==> images/met1.png <==
Scale bar: 10 um.
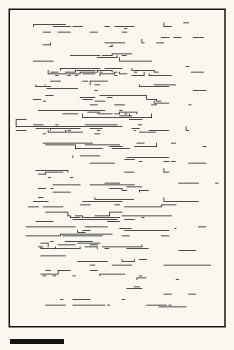
==> images/met2.png <==
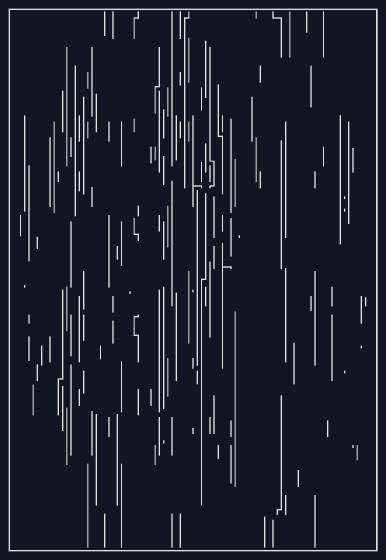
==> images/met3.png <==
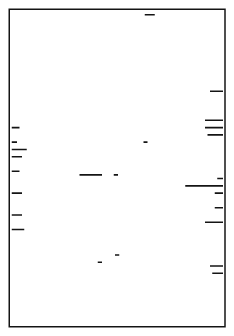
## src/rtl/sixteen_two.sv

```systemverilog
// Registered 16x2 unsigned leaf multiplier producing an 18-bit product.
// When APPROX_BITS > 0, the low segment uses a lower-part-OR adder with no carry into the upper segment.
module sixteen_two #(
    parameter int unsigned APPROX_BITS = 0
) (
    input  logic [15:0] a,
    input  logic [1:0]  b,
    input  logic        clk,
    input  logic        rst,
    output logic [17:0] m
);

    logic [17:0] pp0;
    logic [17:0] pp1;
    logic [17:0] p;
    logic        carry;

    assign pp0 = {2'b00, a & {16{b[0]}}};
    assign pp1 = {1'b0, a & {16{b[1]}}, 1'b0};

    // Ripple-carry adder. Below APPROX_BITS each sum bit is the OR of the inputs,
    // and the carry is held at zero so the upper segment starts with no carry-in.
    always_comb begin
        p     = '0;
        carry = 1'b0;
        for (int unsigned i = 0; i < 18; i++) begin
            if (i < APPROX_BITS) begin
                p[i]  = pp0[i] | pp1[i];
                carry = 1'b0;
            end else begin
                p[i]  = pp0[i] ^ pp1[i] ^ carry;
                carry = (pp0[i] & pp1[i]) | (carry & (pp0[i] ^ pp1[i]));
            end
        end
    end

    always_ff @(posedge clk) begin
        if (rst) begin
            m <= '0;
        end else begin
            m <= p;
        end
    end

endmodule

```

## config.mk

```make
export PLATFORM = sky130hd
export DESIGN_NAME = sixteen_two
export DESIGN_NICKNAME = d
export VERILOG_FILES = /design/src/rtl/sixteen_two.sv
export SDC_FILE = /design/constraint.sdc
export NUM_CORES = 1
export LEC_CHECK = 0
export ABC_AREA = 0
export CORE_ASPECT_RATIO = 1.5
export CORE_MARGIN = 1
export CORE_UTILIZATION = 46
export CTS_BUF_LIST = sky130_fd_sc_hd__clkbuf_8 sky130_fd_sc_hd__clkbuf_16
export DETAILED_ROUTE_END_ITERATION = 10
export PLACE_DENSITY = 0.8
export SLEW_MARGIN = 30
export SYNTH_ARGS = -nofsm -noshare
export SYNTH_HDL_FRONTEND = slang
export SYNTH_SLANG_ARGS = --single-unit
```

## constraint.sdc

```tcl
create_clock -name clk -period 11.2 [get_ports clk]
set_input_delay 1.12 -clock clk [delete_from_list [all_inputs] [get_ports clk]]
set_output_delay 1.12 -clock clk [all_outputs]
set_load 0.02 [all_outputs]
```

==> flow_metrics.tcl <==
# implementation run metrics
set metrics [dict create \
    worst_hold_slack_ns 1.53 \
    p_seq_uw 71.0 \
    p_int_uw 125 \
    yosys.area_share.adder 0.306 \
    combinationalPower_uw 43.6 \
    mostFrequentLayoutCells "clkdlybuf4s50_1, and2_1, dfxtp_1, fa_1, nor2b_1" \
    ff_type "dfxtp_1" \
    warnings 26 \
    path_depth 21 \
    yosysTopAreaCell "dfxtp_1" \
    p_comb_frac 0.265 \
    xor_share 0 \
    cts.hold.buffers_added 0 \
    synthAoiAreaFrac 0 \
    drt_iter0_markers 3 \
    clk_share 0.0388 \
    portBuffers 37 \
    nFillCells 150 \
    synth_nets 124 \
    grt_usage 0.175 \
    cts_buffers 3 \
    tns_ns 0 \
    worst_setup_path_end_kind "flip-flop" \
    wl_per_cell_um 10.8 \
    top_layer "met4" \
    die_area_mm2 0.00236 \
    path_common_cell "fa_1" \
    setup_ws_ns 3.76 \
    die_h_um 59.0 \
    wl_met2_um 833 \
    synthMuxAreaShare 0 \
    ys_ff 18 \
    synth_async_sr_flop_share 0 \
    status "complete, no violations" \
    antenna_found_initial 0 \
    cts_resized 0 \
    clkPwrFrac 0.302 \
    dpl.cell_count 144 \
    syn-cell-area_um2 997 \
    top_cell "and2_1" \
    grt_setup_unrepaired "false" \
    fin_cells 148 \
    buf_share 0.261 \
    maxCapViolCount 0 \
    die_w_um 40.0 \
    hold_end "m[0]" \
    hold_violations 0 \
    total_power_uw 164 \
    top_cells_by_area "dfxtp_1, fa_1, and2_1" \
    nNetsFinal 163 \
    timing.final.crit_period_ns 7.44 \
    min_path_cells 2 \
    regMostFlops "m" \
    ys_cells 88 \
    drtPass1Iterations 2 \
    routed-wl-met3_um 46 \
    place_ws_ns 3.50 \
    crit_slowest_cell "clkdlybuf4s50_1" \
    drive_gt1_frac 0.0317 \
    ys_warn_count 0 \
    tightest_slew_ns 0.511 \
    utilization 0.701 \
    wirelength_met1_um 670 \
    area_growth_pct 42.4 \
    ys_seq_frac 0.361 \
    grt_pass1_vias 691 \
    cp_max_fo 16 \
    maxPowerGroup "registers" \
    cpPeakStageDelay_ns 0.63 \
    slew_violations 0 \
    rows 20 \
    synth-simple-area-share 0.295 \
    hp-class "input pin to flip-flop" \
    grt_pass1_wl_mm 2.91 \
    netlist_top_cells_count "and2_1, dfxtp_1, fa_1" \
    hold_start "a[0]" \
    p_leak_uw 0.000612 \
    ir_worst_vdd_mv 0.0553 \
    flops 18 \
    cellPowerDensity_mw_per_mm2 116 \
    setup_viol 0 \
    io_pins 38 \
    multi_input_comb_cells 65 \
    cts_setup_buffers 0 \
    regArea_um2 360 \
    relSlewSlack 0.658 \
    seq-cell-share 0.254 \
    critPathLaunchType "input pin" \
    hpwl_mm 1.36 \
    fin_area_mm2 0.00142 \
    root_buffer "clkbuf_8" \
    cts_max_path_buffers 2 \
    path_cells "clkdlybuf4s50_1 > and2_1 > ha_1 > inv_1 > fa_1 > fa_1 > fa_1 > inv_1 > fa_1 > fa_1 > fa_1 > fa_1 > fa_1 > fa_1 > fa_1 > fa_1 > fa_1 > fa_1 > fa_1 > ha_1 > nor2b_1" \
    ys_top_logic_family "adder cells" \
    logic_area_um2 599 \
    tapCellCount 22 \
    num-nonclk-inverters 2 \
]
## Picture notes: met1.png
main direction: horizontal
share of all routed wire: 42%
wire length on this layer: 670 um
longest straight run: 19.8 um
final WL: 1.60 mm
Vias: 690

## Picture notes: met2.png
longest straight run: 24.6 um
main direction: vertical
share of all routed wire: 52%
nets with wire on the layer: 139
wire length on this layer: 833 um
met2 Use GR: 0.272

## Picture notes: met3.png
wire length on this layer: 46.4 um
main direction: horizontal
met3 Usage GRT: 0.00376

